**config.mk**
```make
export PLATFORM = sky130hd
export DESIGN_NAME = alu_req_master
export DESIGN_NICKNAME = d
export VERILOG_FILES = /design/src/rtl/alu_pkg.sv /design/src/rtl/sync_fifo.sv /design/src/rtl/alu_req_master.sv
export SDC_FILE = /design/constraint.sdc
export NUM_CORES = 1
export LEC_CHECK = 0
export CORE_MARGIN = 4
export CORE_UTILIZATION = 36
export DETAILED_ROUTE_END_ITERATION = 8
export HOLD_SLACK_MARGIN = 0.05
export PLACE_DENSITY = 0.63
export SLEW_MARGIN = 20
export SYNTH_ARGS = -nofsm -noshare
export SYNTH_HDL_FRONTEND = slang
export SYNTH_HIERARCHICAL = 1
export SYNTH_SLANG_ARGS = --single-unit
```
**constraint.sdc**
```tcl
create_clock -name clk -period 3.1 [get_ports clk]
set_clock_uncertainty 0.15 [all_clocks]
set_input_delay 0.62 -clock clk [delete_from_list [all_inputs] [get_ports clk]]
set_output_delay 0.62 -clock clk [all_outputs]
set_load 0.1 [all_outputs]
```
**src/rtl/alu_pkg.sv**
```systemverilog
// Shared widths and the response record for the ALU request master.
package alu_pkg;

    localparam int DEF_WIDTH = 8;
    localparam int DEF_CTL_W = 4;
    localparam int DEF_PKT_W = 8;
    localparam int DEF_DEPTH = 4;

    typedef struct packed {
        logic [DEF_PKT_W-1:0] pkt;
        logic [DEF_WIDTH-1:0] res;
        logic                 carry;
        logic                 zero;
    } alu_rsp_t;

endpackage

```
**src/rtl/sync_fifo.sv**
```systemverilog
// First-word-fall-through synchronous FIFO; dout shows the head whenever !empty.
// A pop on a full FIFO frees the slot the same-cycle push writes into.
module sync_fifo #(
    parameter int W     = 8,
    parameter int DEPTH = 4
) (
    input  logic         clk,
    input  logic         reset,
    input  logic         push,
    input  logic [W-1:0] din,
    input  logic         pop,
    output logic [W-1:0] dout,
    output logic         full,
    output logic         empty
);

    localparam int AW = $clog2(DEPTH);
    localparam logic [AW:0] FULL_CNT = (AW+1)'(DEPTH);

    logic [W-1:0]  mem [DEPTH];
    logic [AW-1:0] wr_ptr;
    logic [AW-1:0] rd_ptr;
    logic [AW:0]   count;
    logic          do_push;
    logic          do_pop;

    assign do_pop  = pop && (count != '0);
    assign do_push = push && ((count != FULL_CNT) || do_pop);

    always_ff @(posedge clk) begin
        if (reset) begin
            wr_ptr <= '0;
            rd_ptr <= '0;
            count  <= '0;
        end else begin
            if (do_push) wr_ptr <= wr_ptr + AW'(1);
            if (do_pop)  rd_ptr <= rd_ptr + AW'(1);
            case ({do_push, do_pop})
                2'b10:   count <= count + (AW+1)'(1);
                2'b01:   count <= count - (AW+1)'(1);
                default: count <= count;
            endcase
        end
    end

    always_ff @(posedge clk) begin
        if (do_push) mem[wr_ptr] <= din;
    end

    assign dout  = mem[rd_ptr];
    assign full  = (count == FULL_CNT);
    assign empty = (count == '0);

endmodule

```
**src/rtl/alu_req_master.sv**
```systemverilog
// Initiator for the ALU request/result interface: issues tagged ops, pairs results
// with their tags in order, and buffers them behind a credit-limited response port.
module alu_req_master
    import alu_pkg::*;
#(
    parameter int WIDTH = DEF_WIDTH,
    parameter int CTL_W = DEF_CTL_W,
    parameter int PKT_W = DEF_PKT_W,
    parameter int DEPTH = DEF_DEPTH
) (
    input  logic             clk,
    input  logic             reset,
    input  logic             cmd_valid,
    output logic             cmd_ready,
    input  logic [WIDTH-1:0] cmd_a,
    input  logic [WIDTH-1:0] cmd_b,
    input  logic             cmd_cin,
    input  logic [CTL_W-1:0] cmd_ctl,
    output logic             valid_in,
    output logic [WIDTH-1:0] a,
    output logic [WIDTH-1:0] b,
    output logic             cin,
    output logic [CTL_W-1:0] ctl,
    output logic [PKT_W-1:0] pkt_num,
    input  logic             valid_out,
    input  logic [WIDTH-1:0] alu,
    input  logic             carry,
    input  logic             zero,
    output logic             rsp_valid,
    input  logic             rsp_ready,
    output logic [PKT_W-1:0] rsp_pkt_num,
    output logic [WIDTH-1:0] rsp_alu,
    output logic             rsp_carry,
    output logic             rsp_zero,
    output logic             err_unexp
);

    localparam int CW = $clog2(DEPTH) + 1;
    localparam logic [CW-1:0] FULL_CREDITS = CW'(DEPTH);

    // Handshake rule on both ports: a transfer happens on a rising edge where
    // valid & ready are both high; valid never waits on ready, and the source
    // holds its payload stable while valid is high and ready is low.
    logic [CW-1:0]    credits;
    logic [PKT_W-1:0] next_tag;
    logic             accept;
    logic             rsp_fire;
    logic             capture;

    logic [PKT_W-1:0] tag_head;
    logic             tag_full;
    logic             tag_empty;
    alu_rsp_t         rsp_in;
    alu_rsp_t         rsp_head;
    logic             rsp_full;
    logic             rsp_empty;
    logic             unused_flags;

    assign cmd_ready = (credits != '0);
    assign accept    = cmd_valid && cmd_ready;
    assign rsp_valid = !rsp_empty;
    assign rsp_fire  = rsp_valid && rsp_ready;
    assign capture   = valid_out && !tag_empty;

    // Credits cover tag FIFO plus response FIFO occupancy, so neither can overflow.
    assign unused_flags = tag_full ^ rsp_full;

    always_ff @(posedge clk) begin
        if (reset) begin
            valid_in  <= 1'b0;
            a         <= '0;
            b         <= '0;
            cin       <= 1'b0;
            ctl       <= '0;
            pkt_num   <= '0;
            next_tag  <= '0;
            credits   <= FULL_CREDITS;
            err_unexp <= 1'b0;
        end else begin
            valid_in <= accept;
            if (accept) begin
                a        <= cmd_a;
                b        <= cmd_b;
                cin      <= cmd_cin;
                ctl      <= cmd_ctl;
                pkt_num  <= next_tag;
                next_tag <= next_tag + PKT_W'(1);
            end
            case ({accept, rsp_fire})
                2'b10:   credits <= credits - CW'(1);
                2'b01:   credits <= credits + CW'(1);
                default: credits <= credits;
            endcase
            if (valid_out && tag_empty) err_unexp <= 1'b1;
        end
    end

    sync_fifo #(.W(PKT_W), .DEPTH(DEPTH)) u_tag_fifo (
        .clk   (clk),
        .reset (reset),
        .push  (accept),
        .din   (next_tag),
        .pop   (capture),
        .dout  (tag_head),
        .full  (tag_full),
        .empty (tag_empty)
    );

    always_comb begin
        rsp_in       = '0;
        rsp_in.pkt   = tag_head;
        rsp_in.res   = alu;
        rsp_in.carry = carry;
        rsp_in.zero  = zero;
    end

    sync_fifo #(.W($bits(alu_rsp_t)), .DEPTH(DEPTH)) u_rsp_fifo (
        .clk   (clk),
        .reset (reset),
        .push  (capture),
        .din   (rsp_in),
        .pop   (rsp_fire),
        .dout  (rsp_head),
        .full  (rsp_full),
        .empty (rsp_empty)
    );

    assign rsp_pkt_num = rsp_head.pkt;
    assign rsp_alu     = rsp_head.res;
    assign rsp_carry   = rsp_head.carry;
    assign rsp_zero    = rsp_head.zero;

endmodule

```
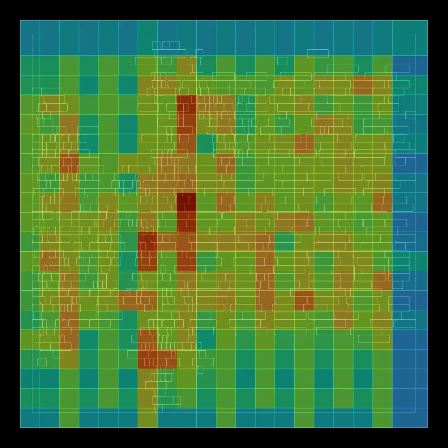
Fig. 1. Routing congestion map (run 1).
final routed wire length divided by cell count: 14.9 microns
global-route total usage across every layer: 12.2%

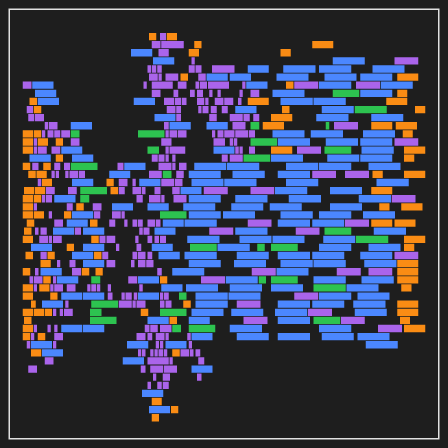
Fig. 2. Placed cells, one colour a class (run 1).
Blue stands for flops, cells 164, share of their area 53%. Orange stands for other buffers and delay cells, cells 99, share of their area 13%. Purple stands for all other logic, cells 260, share of their area 26%. Green stands for clock drivers and dummy loads, cells 32, share of their area 7.6%.

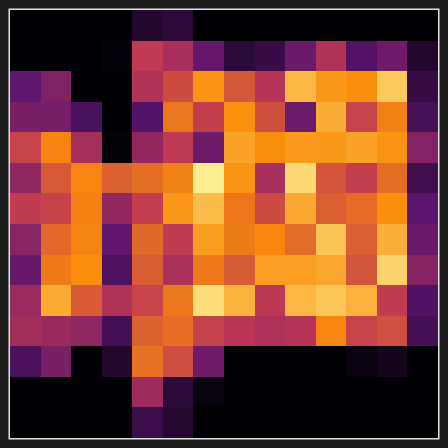
Fig. 3. Cell area per tile (run 1).
The die is cut into 14 by 14 equal tiles; black is low, pale yellow is high, 0 to 100% covered.
25% of the tiles are nearly empty. The mean over all tiles is 40%. The fullest tile reaches 96%.

==> summary.txt, run 1 <==
Implementation status.

- The layout report lists the clock-cell share of area as 7.30%.
- The number of warnings in the stage logs is 32.
- The clock share of power is 31.1%.
- The total count of hold-check failures in the final report is 0.
- On met3, the global router reports a usage of 4.89%.
- The launch point of the worst register-to-register path is recorded as u_tag_fifo/count[0].
- 87 I/O pins were placed.
- The kind of critical path is register to register.
- The share of total power in sequential cells is 40.0%.
- The power in sequential cells is 2.78 mW.
- The longest clock path from root to sink contains 2 buffers.
- The finished cells cover 0.00845 sq mm.
- Non-clock buffers make up a little over an eighth of the layout cell area.
- The final layout report lists a non-clock buffer count of 99.
- The number of hold buffers added after CTS is 0.
- The layout report lists the multi-input gate area as roughly 0.0020 sq mm.
- Overall power consumption after layout is estimated at between 6 and 7 mW.
- The die covers 0.0206 sq mm.
- The placer congestion estimate is 0.737.
- The delay of the slowest cell on the worst path is slightly above 400 ps.
- The cell count along the critical path is 11.
- The run finished with clean final reports.
- The detailed router used layers up to and including met4.
- Measured on the finished design, the core utilization comes to 46.9%.
- The worst VDD IR drop from the latest analysis is between 0.5 and 0.6 mV.
- The met1 track demand over resource in global routing is between 10% and 20%.
- The post-layout instance count excluding filler cells is 784.
- The most numerous cell on the critical path is inv_1.
- The area growth from synthesis to layout is 27.7%.
- After floorplanning, the core was sized to cover 0.0180 sq mm.
- Setup slack on the worst path after placement came out at 15.3 ps.
- Per the log, the first TritonRoute iteration ended with a DRC count of 176.
- The floorplan has 49 rows.
- By instance count after routing, the leading logic cell types are 104 x edfxtp_1, 60 x dfxtp_1, 43 x nand2_1, 42 x buf_4, 34 x clkdlybuf4s50_1.
- For reference, the critical path is launched at u_tag_fifo/count[0].
- The initial antenna violation count was 0.
- The worst reg-to-reg setup slack is 430 ps.
- Counting pins that exceed their max-slew limit in the final report gives 0.
- The max-slew check reports its worst relative slack as 51.3%.
- In the final routing, the length of wire on met1 measures 5.18 mm.
- The wire length recorded after detailed routing is 11.7 mm.
- The largest fanout on the critical path is 5.
- The combinational share of cell area is 24.2%.
- The number of maximum-capacitance constraint violations is 0.
- Entering global routing, the biggest net connects 43 pins.
- For this design the total switching power over the nets is around 2.3 mW.
- The required time of the worst setup path is 3300 ps.
- The synthesis log from Yosys contains 6 warnings.
- The fraction of final layout cells sized beyond drive strength 1 is 33.7%.
- The global routing usage on met2 is 19.3%.
- Once placement completed, the tool counted placed cells totaling 752.
- From left edge to right edge, the die measures 144 microns.
- Summing all placed instances gives a cell area of 0.00783 sq mm.
- The worst flop-to-flop path endpoint is u_tag_fifo/count[2].
- In the detailed route, the total length drawn on met2 is roughly 5.4 mm.
- The pre-antenna-repair detailed-routing pass consisted of 4 iterations.
- The overall overflow remaining after global route is 0.
- Setup slack closes at 426 ps.
- The TritonCTS clock tree is built.
- The launch point of the worst hold path is pkt_num[6].
- Among all cell classes, the greatest summed area belongs to flip-flops and latches.
- The report lists the number of cells resized after CTS as 0.
- The depth of the most critical reg-to-reg path is 11.
- Clock network power for this build is between 2 and 2.5 mW.
- Input and output buffers added on the ports amount to 86.
- The count of clock tree sinks is 164.
- The worst path in the final design needs a cycle of around 2700 ps, including I/O delays and setup.
- Per the CTS log, the root buffer master is clkbuf_16.
- Per the layout area report, the register area comes to ~0.0043 sq mm.
- For this configuration, the core starts out at a cell density of 36.7%.
- The number of filler instances in the final layout is 1,588.
- From bottom edge to top edge, the die measures 144 microns.
- The final sequential cell count is between 150 and 200.
- The post-detailed-route count of antenna-violating nets is 0.
- The multi-input combinational cell count is between 200 and 250.
- Counting the inverters off the clock network in the layout gives 19.
- The proportion of total power due to net switching is 33.6%.
- The critical path endpoint is u_tag_fifo/count[2].
- The critical path contains buffers and inverters numbering 3 combined.
- The transition time recorded at the tightest slew-check pin is about 730 ps.
- The number of well-tap cells placed is 229.
- The power in combinational cells is roughly 2.0 mW.
- Per the GRT log, the top usage layer is met2.
- The average footprint of a synthesized cell is 14.8 sq um.
- The worst hold path class is register to register.
- The share of total power dissipated in combinational logic is 28.9%.
- 0 antenna diodes ended up in the layout.
- Data on the critical path arrives at its endpoint at approximately 2900 ps.
- The dominant power group is registers.
- The detailed-placement wirelength estimate is 7.82 mm.
- For this run, the detailed router reports a per-instance via density of 4.74.
- The flow reported a cell area power density of 821 mW/mm^2.
- The maximum level of the CTS H-tree is 4.
- The register fraction of the total cell area is 51.2%.
- The leading cell type in the layout, fill and taps excluded is edfxtp_1.
- In the CTS report, the clock slew at the register clock pins of the worst setup and hold paths is listed as 60 ps.
- The leakage component of the power was reported as 2.93 nW.
- Per the skew report, the later register of the worst-skew pair sees a clock latency of 420 ps.
- The final critical-path share of the clock period is a little under nine tenths.
- The cell count of the worst hold path is 2.
- The fmax is 374 MHz.
- Hold analysis lists the worst path endpoint as pkt_num[6].
- Setup repair after global routing left no endpoint under its margin.
- The largest individual stage delay along the critical path comes from the cell nor3_1.
- The final hold slack is about 310 ps.
- The setup violation total in the final timing report is 0.
- Per the post-synthesis report, the number of cells in the design is 448.
- The net total in the final layout is 592.
- The clock buffer instance count of the final layout is 18.
- The via count of the first global-routing pass came to approximately 3,900.
- The mapped cell area is approximately 0.0066 sq mm.
- After routing, the total negative slack on setup checks comes to 0 ps.
- Cell internal power was estimated by the tool at 4.60 mW.
- Per STA, the worst path accumulates the most delay in the family simple AND/OR/NAND/NOR gates.
- For this block, the via count after detailed routing is 3,717.
- Clock tree synthesis inserted a total of 17 buffers.
- Walking the worst path, the cells encountered are nor3_1 -> nor2b_1 -> inv_1 -> a21boi_2 -> inv_1 -> ha_1 -> inv_1 -> fa_1 -> xor2_1 -> or3_2 -> a21oi_1.
- The count of buffers added by post-CTS timing repair for setup is 0.
## run 1: sequential cells by signal, indices dropped and copies added, names as in the netlist, named ones only
name / flops
u_tag_fifo/rd_ptr: 2
valid_in: 1
a: 8
u_tag_fifo/wr_ptr: 2
u_rsp_fifo/wr_ptr: 2
b: 8
u_tag_fifo/count: 3
u_rsp_fifo/count: 3
u_tag_fifo/mem: 32
ctl: 4
pkt_num: 8
credits: 3
u_rsp_fifo/rd_ptr: 2
err_unexp: 1
u_rsp_fifo/mem: 72
cin: 1
next_tag: 8
## run 1: worst register-to-register path, stage by stage (launching register included)
cell      delay [ps]
dfxtp_1          360
nor3_1           410
nor2b_1          150
inv_1             90
a21boi_2          50
inv_1             60
ha_1             180
inv_1             60
fa_1             380
xor2_1           160
or3_2            400
a21oi_1          150
==> run 1 -> run 2 <==
--- a/config.mk
+++ b/config.mk
@@ -6,11 +6,11 @@
 export NUM_CORES = 1
 export LEC_CHECK = 0
 export CORE_MARGIN = 4
-export CORE_UTILIZATION = 36
+export CORE_UTILIZATION = 50
 export DETAILED_ROUTE_END_ITERATION = 8
 export HOLD_SLACK_MARGIN = 0.05
-export PLACE_DENSITY = 0.63
-export SLEW_MARGIN = 20
+export PLACE_DENSITY = 0.8
+export SLEW_MARGIN = 30
 export SYNTH_ARGS = -nofsm -noshare
 export SYNTH_HDL_FRONTEND = slang
 export SYNTH_HIERARCHICAL = 1
==> constraint.sdc (replaced) <==
create_clock -name clk -period 3.32 [get_ports clk]
set_clock_uncertainty 0.15 [all_clocks]
set_input_delay 0.664 -clock clk [delete_from_list [all_inputs] [get_ports clk]]
set_output_delay 0.664 -clock clk [all_outputs]
set_load 0.1 [all_outputs]
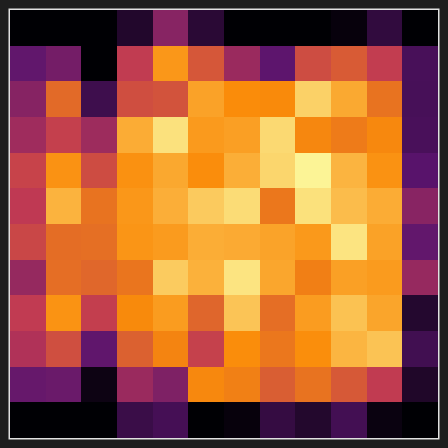
Fig. 4. Cell area per tile (run 2).
The die is cut into 12 by 12 equal tiles; black is low, pale yellow is high, 0 to 100% covered.
The fullest tile reaches 98%. The densest ninth of the die: middle. 10% of the tiles are nearly empty.

==> summary.txt, run 2 <==
Implementation status.

- The via total after detailed routing was 3,750 (was 3,717).
- The average footprint of a synthesized cell is 14.8 sq um (unchanged).
- The kind of critical path was primary input to register (was register to register).
- The top layer used by detailed routing was met4 (unchanged).
- Ordered cell list for the critical path: clkdlybuf4s50_1 -> nor2b_1 -> o31ai_1 -> inv_1 -> ha_1 -> inv_1 -> fa_1 -> xor2_1 -> or3_2 -> a21oi_1 (was nor3_1 -> nor2b_1 -> inv_1 -> a21boi_2 -> inv_1 -> ha_1 -> inv_1 -> fa_1 -> xor2_1 -> or3_2 -> a21oi_1).
- The via count of the first global-routing pass is 3,914 (was 3,934).
- The leading cell type in the layout, fill and taps excluded is edfxtp_1 (unchanged).
- The final hold slack is 316 ps (was 309 ps).
- The standard cell with the maximum stage delay on the critical path is clkdlybuf4s50_1 (was nor3_1).
- The initial antenna violation count is 0 (unchanged).
- Highest-count cells in the layout ignoring fill and taps: 104 x edfxtp_1, 60 x dfxtp_1, 47 x buf_4, 43 x nand2_1, 34 x clkdlybuf4s50_1 (was 104 x edfxtp_1, 60 x dfxtp_1, 43 x nand2_1, 42 x buf_4, 34 x clkdlybuf4s50_1).
- The total I/O pin count is 87 (unchanged).
- The proportion of total power due to net switching came to 34.6% (was 33.6%).
- The detailed-routed wire length on met2 came to 6.22 mm (was 5.43 mm).
- The overall overflow remaining after global route came to 0 (unchanged).
- The worst flop-to-flop path endpoint is u_tag_fifo/count[2] (unchanged).
- The worst hold path class is register to register (unchanged).
- The met1 wire length is 4.87 mm (was 5.18 mm).
- The number of hold buffers added after CTS is 0 (unchanged).
- The flip-flop count of the largest register after layout is 72 (unchanged).
- The relative slew slack is 37.9% (was 51.3%).
- The count of clock tree sinks is 164 (unchanged).
- The setup violation total in the final timing report is 0 (unchanged).
- The TritonCTS clock tree is built (unchanged).
- The power in sequential cells is 2.60 mW (was 2.78 mW).
- The internal power consumption is 4.24 mW (was 4.60 mW).
- The minimum setup slack in the final design was 443 ps (was 426 ps).
- The final max-slew violation count was 0 (unchanged).
- The worst reg-to-reg setup slack is 610 ps (was 430 ps).
- The register with the most flip-flops was u_rsp_fifo/mem (unchanged).
- Biggest registers after layout: u_rsp_fifo/mem x72, u_tag_fifo/mem x32 (unchanged).
- The number of violations reported at the end of detailed-routing iteration 0 is 205 (was 176).
- The number of diodes is 0 (unchanged).
- The number of optimization iterations in the first detailed-route pass is 4 (unchanged).
- The count of mapped cells out of synthesis is 448 (unchanged).
- The die outline width is 123 microns (was 144 microns).
- The post-layout instance count excluding filler cells is 728 (was 784).
- The overall power after layout is 6.49 mW (was 6.94 mW).
- The starting density of the core is 51.8% (was 36.7%).
- The maximum vdd drop is 0.433 mV (was 0.532 mV).
- The placer congestion estimate is 0.716 (was 0.737).
- Unrepaired setup endpoints after global routing: no (unchanged).
- The clock tree root buffer cell is clkbuf_16 (unchanged).
- The final core utilization is 65.3% (was 46.9%).
- The dominant power group is registers (unchanged).
- The detailed-placement wirelength estimate is 7.63 mm (was 7.82 mm).
- The fmax is 348 MHz.
- The insertion delay of the later-clocked pin in the worst-skew pair is 420 ps (about the same).
- The average wire per standard cell is 16.7 microns (was 14.9 microns).
- The largest fanout on the critical path came to 3 (was 5).
- The port buffer count was 86 (unchanged).
- The CTS buffer count is 17 (unchanged).
- The area added between synthesis and finish was 26.2% (was 27.7%).
- The delay of the slowest cell on the worst path is 530 ps (was 410 ps).
- The number of synthesis warnings is 6 (unchanged).
- The end point of the most critical hold path is b[5] (was pkt_num[6]).
- The launch point of the worst hold path is b[5] (was pkt_num[6]).
- The cell area reported after detailed placement is 0.00772 sq mm (was 0.00783 sq mm).
- The register clock-pin slew on the reported worst setup and hold paths is 70 ps (was 60 ps).
- The largest net degree at the start of global routing came to 45 (was 43).
- The routed wire length is 12.1 mm (was 11.7 mm).
- The sum of buffers and inverters on the critical path was 3 (unchanged).
- The core footprint is 0.0128 sq mm (was 0.0180 sq mm).
- Outcome: completed (unchanged).
- The total count of hold-check failures in the final report is 0 (unchanged).
- The number of instances in the placed design was 696 (was 752).
- The power per standard cell area is 778 mW/mm^2 (was 821 mW/mm^2).
- The number of maximum-capacitance constraint violations is 0 (unchanged).
- The average vias per placed instance is 5.15 (was 4.74).
- The mapped cell area was 0.00661 sq mm (unchanged).
- The global routing usage on met2 is 29.4% (was 19.3%).
- The net switching power was 2.25 mW (was 2.33 mW).
- The clock share of power is 31.1% (about the same).
- The site row count was 41 (was 49).
- The worst endpoint data arrival time is 3060 ps (was 2870 ps).
- The area of all placed cells without fillers was 0.00835 sq mm (was 0.00845 sq mm).
- The post-detailed-route count of antenna-violating nets is 0 (unchanged).
- The overall die height is 123 microns (was 144 microns).
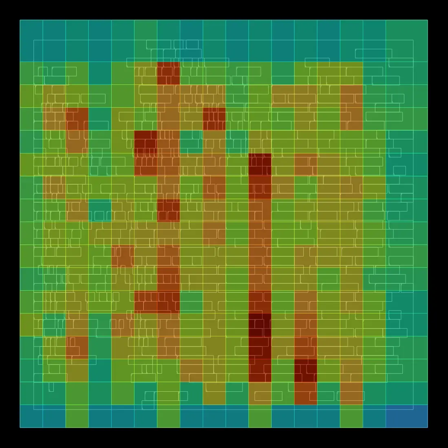
Fig. 5. Routing congestion map (run 2).
met1 Usage GRT: 19.7%
global-route total usage across every layer: 17.0%
GRT busiest layer: met2
met3 Use GR: 4.76%

run 2: cell type report:
class	count	area, sq um
clock buffer	17	425
clock inverter	15	205
fill	861	4430
inverter	19	71.3
multi-input combinational	241	2050
sequential	164	4320
tap	172	215
timing repair buffer	100	1060
run 2: worst max path at each step:
stage,depth (start not counted),start,to,slack (ps)
2_1_floorplan,11,cmd_valid,u_tag_fifo/count[2],540
3_3_place_gp,10,valid_out,u_tag_fifo/count[2],180
3_5_place_dp,10,valid_out,u_tag_fifo/count[2],4
4_1_cts,10,valid_out,u_tag_fifo/count[2],430
5_1_grt,10,valid_out,u_tag_fifo/count[2],330
6_report,10,valid_out,u_tag_fifo/count[2],440
run 2: worst min-delay path, stage by stage, from the launching register on:
cell and delay (ps):
dfxtp_1 320, nand2_2 60, a21oi_2 40
Power is estimated from default activity; no workload was simulated.
